### Placed standard cells

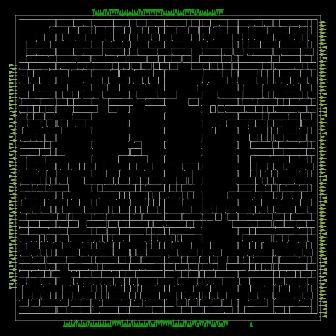
### Signal wires by layer

(2 px per um) Two of the layers only.
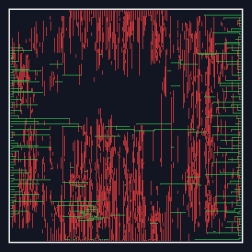
### Port wiring

(2 px per um)
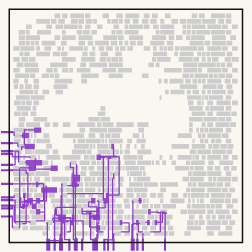
### Ports around the boundary

(4 px per um) Pins as bars across the die edge, other pins in grey.
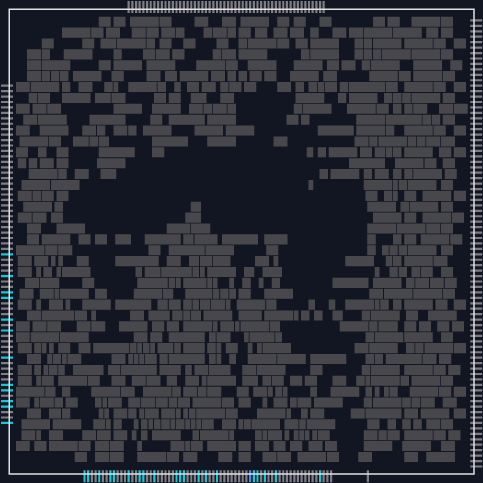
### Metal 2

(4 px per um)
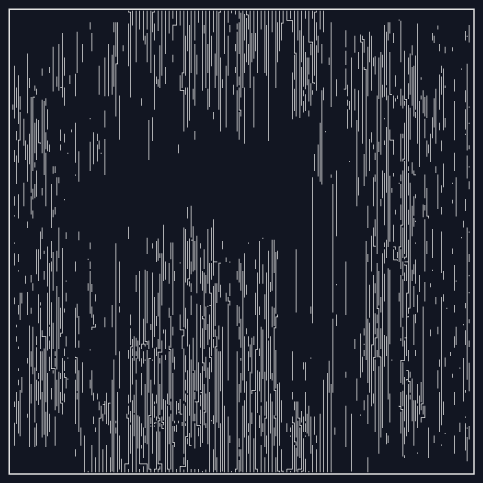
File: config.mk
export PLATFORM = sky130hd
export DESIGN_NAME = mem_port_arbiter
export DESIGN_NICKNAME = d
export VERILOG_FILES = /design/src/rtl/mem_port_arbiter.sv
export SDC_FILE = /design/constraint.sdc
export NUM_CORES = 1
export LEC_CHECK = 0
export CORE_UTILIZATION = 33
export DETAILED_ROUTE_END_ITERATION = 7
export GPL_TIMING_DRIVEN = 0
export PLACE_DENSITY = 0.85
export SLEW_MARGIN = 0
export SYNTH_ARGS = -nofsm -noshare
export SYNTH_HDL_FRONTEND = slang
export SYNTH_SLANG_ARGS = --single-unit
File: constraint.sdc
create_clock -name clk -period 1.8 [get_ports clk]
set_clock_uncertainty 0.15 [all_clocks]
set_input_delay 0.36 -clock clk [delete_from_list [all_inputs] [get_ports clk]]
set_output_delay 0.36 -clock clk [all_outputs]
set_load 0.02 [all_outputs]
File: src/rtl/mem_port_arbiter.sv
// Arbitrates the unified word-addressed memory between the fetch port and the
// load/store port: one access per grant, data first, fetch protected from starvation.
module mem_port_arbiter #(
  parameter int ADDR_W     = 32,
  parameter int DATA_W     = 32,
  parameter int MEM_WORDS  = 64,
  parameter int STARVE_MAX = 3
) (
  input  logic              clk,
  input  logic              reset,
  input  logic              i_req,
  input  logic [ADDR_W-1:0] i_addr,
  output logic              i_gnt,
  output logic              i_rvalid,
  output logic [DATA_W-1:0] i_rdata,
  input  logic              d_req,
  input  logic              d_we,
  input  logic [ADDR_W-1:0] d_addr,
  input  logic [DATA_W-1:0] d_wdata,
  output logic              d_gnt,
  output logic              d_rvalid,
  output logic [DATA_W-1:0] d_rdata,
  output logic              d_err,
  output logic [ADDR_W-1:0] mem_address,
  output logic [DATA_W-1:0] mem_writeData,
  output logic              mem_memRead,
  output logic              mem_memWrite,
  input  logic [DATA_W-1:0] mem_memData,
  output logic              busy
);

  localparam int CNT_W = (STARVE_MAX < 1) ? 1 : $clog2(STARVE_MAX + 1);

  typedef enum logic [1:0] {
    IDLE   = 2'd0,
    ACCESS = 2'd1,
    RESP   = 2'd2
  } state_t;

  state_t            state_r;
  logic [CNT_W-1:0]  starve_cnt_r;
  logic              port_d_r;
  logic              we_r;
  logic              in_range_r;
  logic              mem_read_r;
  logic              mem_write_r;
  logic [ADDR_W-1:0] mem_addr_r;
  logic [DATA_W-1:0] mem_wdata_r;
  logic              i_rvalid_r;
  logic [DATA_W-1:0] i_rdata_r;
  logic              d_rvalid_r;
  logic [DATA_W-1:0] d_rdata_r;
  logic              d_err_r;
  logic              busy_r;

  logic              arb_en_s;
  logic              d_win_s;
  logic              d_gnt_s;
  logic              i_gnt_s;
  logic [ADDR_W-1:0] gnt_addr_s;
  logic              gnt_in_range_s;
  logic              gnt_we_s;
  logic [DATA_W-1:0] rdata_s;

  // Grant decision: only outside ACCESS and never while reset is high
  always_comb begin
    arb_en_s       = 1'b0;
    d_win_s        = 1'b0;
    gnt_addr_s     = i_addr;
    gnt_in_range_s = 1'b0;
    if (!reset && (state_r != ACCESS)) begin
      arb_en_s = 1'b1;
    end else begin
      arb_en_s = 1'b0;
    end
    d_win_s = d_req && (!i_req || (starve_cnt_r < CNT_W'(STARVE_MAX)));
    if (d_win_s) begin
      gnt_addr_s = d_addr;
    end else begin
      gnt_addr_s = i_addr;
    end
    gnt_in_range_s = (gnt_addr_s < ADDR_W'(MEM_WORDS));
  end

  assign d_gnt_s  = arb_en_s && d_win_s;
  assign i_gnt_s  = arb_en_s && i_req && !d_win_s;
  assign gnt_we_s = d_gnt_s && d_we;

  // Word returned to the requester: memory data for in-range reads, zero otherwise
  always_comb begin
    rdata_s = '0;
    if (!we_r && in_range_r) begin
      rdata_s = mem_memData;
    end else begin
      rdata_s = '0;
    end
  end

  // Main FSM with registered memory strobes and response outputs
  always_ff @(posedge clk) begin
    if (reset) begin
      state_r      <= IDLE;
      starve_cnt_r <= '0;
      port_d_r     <= 1'b0;
      we_r         <= 1'b0;
      in_range_r   <= 1'b0;
      mem_read_r   <= 1'b0;
      mem_write_r  <= 1'b0;
      mem_addr_r   <= '0;
      mem_wdata_r  <= '0;
      i_rvalid_r   <= 1'b0;
      i_rdata_r    <= '0;
      d_rvalid_r   <= 1'b0;
      d_rdata_r    <= '0;
      d_err_r      <= 1'b0;
      busy_r       <= 1'b0;
    end else begin
      i_rvalid_r  <= 1'b0;
      i_rdata_r   <= '0;
      d_rvalid_r  <= 1'b0;
      d_rdata_r   <= '0;
      d_err_r     <= 1'b0;
      mem_read_r  <= 1'b0;
      mem_write_r <= 1'b0;
      mem_addr_r  <= '0;
      mem_wdata_r <= '0;
      busy_r      <= 1'b0;
      case (state_r)
        IDLE, RESP: begin
          if (d_gnt_s || i_gnt_s) begin
            state_r     <= ACCESS;
            port_d_r    <= d_gnt_s;
            we_r        <= gnt_we_s;
            in_range_r  <= gnt_in_range_s;
            mem_addr_r  <= gnt_addr_s;
            mem_wdata_r <= d_gnt_s ? d_wdata : '0;
            mem_read_r  <= !gnt_we_s && gnt_in_range_s;
            mem_write_r <= gnt_we_s && gnt_in_range_s;
            busy_r      <= 1'b1;
          end else begin
            state_r <= IDLE;
          end
        end
        ACCESS: begin
          state_r <= RESP;
          if (port_d_r) begin
            d_rvalid_r <= 1'b1;
            d_rdata_r  <= rdata_s;
            d_err_r    <= !in_range_r;
          end else begin
            i_rvalid_r <= 1'b1;
            i_rdata_r  <= rdata_s;
          end
        end
        default: state_r <= IDLE;
      endcase
      // Counts data grants that fetch has been waiting through
      if (!i_req || i_gnt_s) begin
        starve_cnt_r <= '0;
      end else if (d_gnt_s && (starve_cnt_r < CNT_W'(STARVE_MAX))) begin
        starve_cnt_r <= starve_cnt_r + 1'b1;
      end else begin
        starve_cnt_r <= starve_cnt_r;
      end
    end
  end

  assign i_gnt         = i_gnt_s;
  assign d_gnt         = d_gnt_s;
  assign i_rvalid      = i_rvalid_r;
  assign i_rdata       = i_rdata_r;
  assign d_rvalid      = d_rvalid_r;
  assign d_rdata       = d_rdata_r;
  assign d_err         = d_err_r;
  assign mem_address   = mem_addr_r;
  assign mem_writeData = mem_wdata_r;
  assign mem_memRead   = mem_read_r;
  // A write caught by reset must never reach the memory
  assign mem_memWrite  = mem_write_r && !reset;
  assign busy          = busy_r;

endmodule

==> run_results.csv <==
group,metric,value,unit
critical_path,cp_common_cell,"buf_8",
global_route,grt_max_degree,17,
run_status,failed_checks,"negative setup slack",
placement,place.gp.congestion,0.919,
final_timing,final-hold-violation-count,0,
yosys,syn-mean-instance-area,10.5,um^2
yosys,edf_count,0,
cells_and_area,final_util,63.5,%
clocking,ctsResizeCount,179,
placement,placed_area,7210,um^2
yosys,synthAoiAreaFrac,4.80,%
route,met3_length,1.32,mm
cells_and_area,n_fill_cell,1049,
critical_path,r2r-start,"starve_cnt_r[0]$_SDFFE_PP0P_",
global_route,busiest_layer,"met2",
floorplanning,die_w,116,um
placement,hpwlAfterDp,10.5,mm
cells_and_area,n_all_inverters,2,
pwr,p_comb,826,uW
placement,place_inst,849,
route,wl_met1,5.27,mm
cells_and_area,stdcell_count,900,
global_route,met1_usage,20.8,%
yosys,yosysMostFrequentCell,"dfxtp_1",
final_timing,setup_slack,-429,ps
yosys,ys_ff,141,
critical_path,rr_worst_depth,9,
critical_path,critPathCapture,"d_gnt",
final_timing,drv_slew,0,
final_timing,finalSetupViolCount,6,
clocking,cts_max_level,4,
cells_and_area,syn2layout_area_growth,87.6,%
yosys,yosysWarnings,0,
yosys,netlist_top_cells_count,"141 x dfxtp_1, 64 x and3_1, 55 x nand2_1, 32 x and2_1, 28 x a21oi_1",
critical_path,regToRegSetupSlack,-360,ps
clocking,clkLatencyLatePin,410,ps
hold_path,holdCritStartpoint,"in_range_r$_SDFFE_PP0P_",
run_status,status,"finished with violations",
global_route,grt_overflow,0,
pwr,p_switching,1720,uW
pwr,power_leakage,0.00403,uW
yosys,largest_area_cell,"dfxtp_1",
route,wl_met2,7.27,mm
Back to the opening pictures, 'Placed standard cells':
core area: 12600 um^2
sequential share of cell area: 35.2%

Back to the opening pictures, 'Signal wires by layer':
| colour | layer | wire length |
|---|---|---|
| red | metal 2 | 7270 um |
| green | metal 3 | 1320 um |
routed wire length: 14.4 mm
vias: 4217
wire per inst: 16.0 um
total track usage: 20.7%

Back to the opening pictures, 'Port wiring':
| colour | port | direction | edge | end cells | buffers | wire |
|---|---|---|---|---|---|---|
| purple | d_addr | input | 20 bottom, 12 left | 38 | 32 | 986 um |
num ports: 269
# port buffers: 268

Back to the opening pictures, 'Ports around the boundary':
| colour | port | pins | direction | edge |
|---|---|---|---|---|
| cyan | d_addr | 32 | input | 20 bottom, 12 left |
| blue | d_we | 1 | input | bottom |
all pins by edge: 83 right, 69 bottom, 63 left, 54 top

Back to the opening pictures, 'Metal 2':
share of all routed wire: 50%
longest straight run: 43.5 um

Power is estimated from default activity; no workload was simulated.
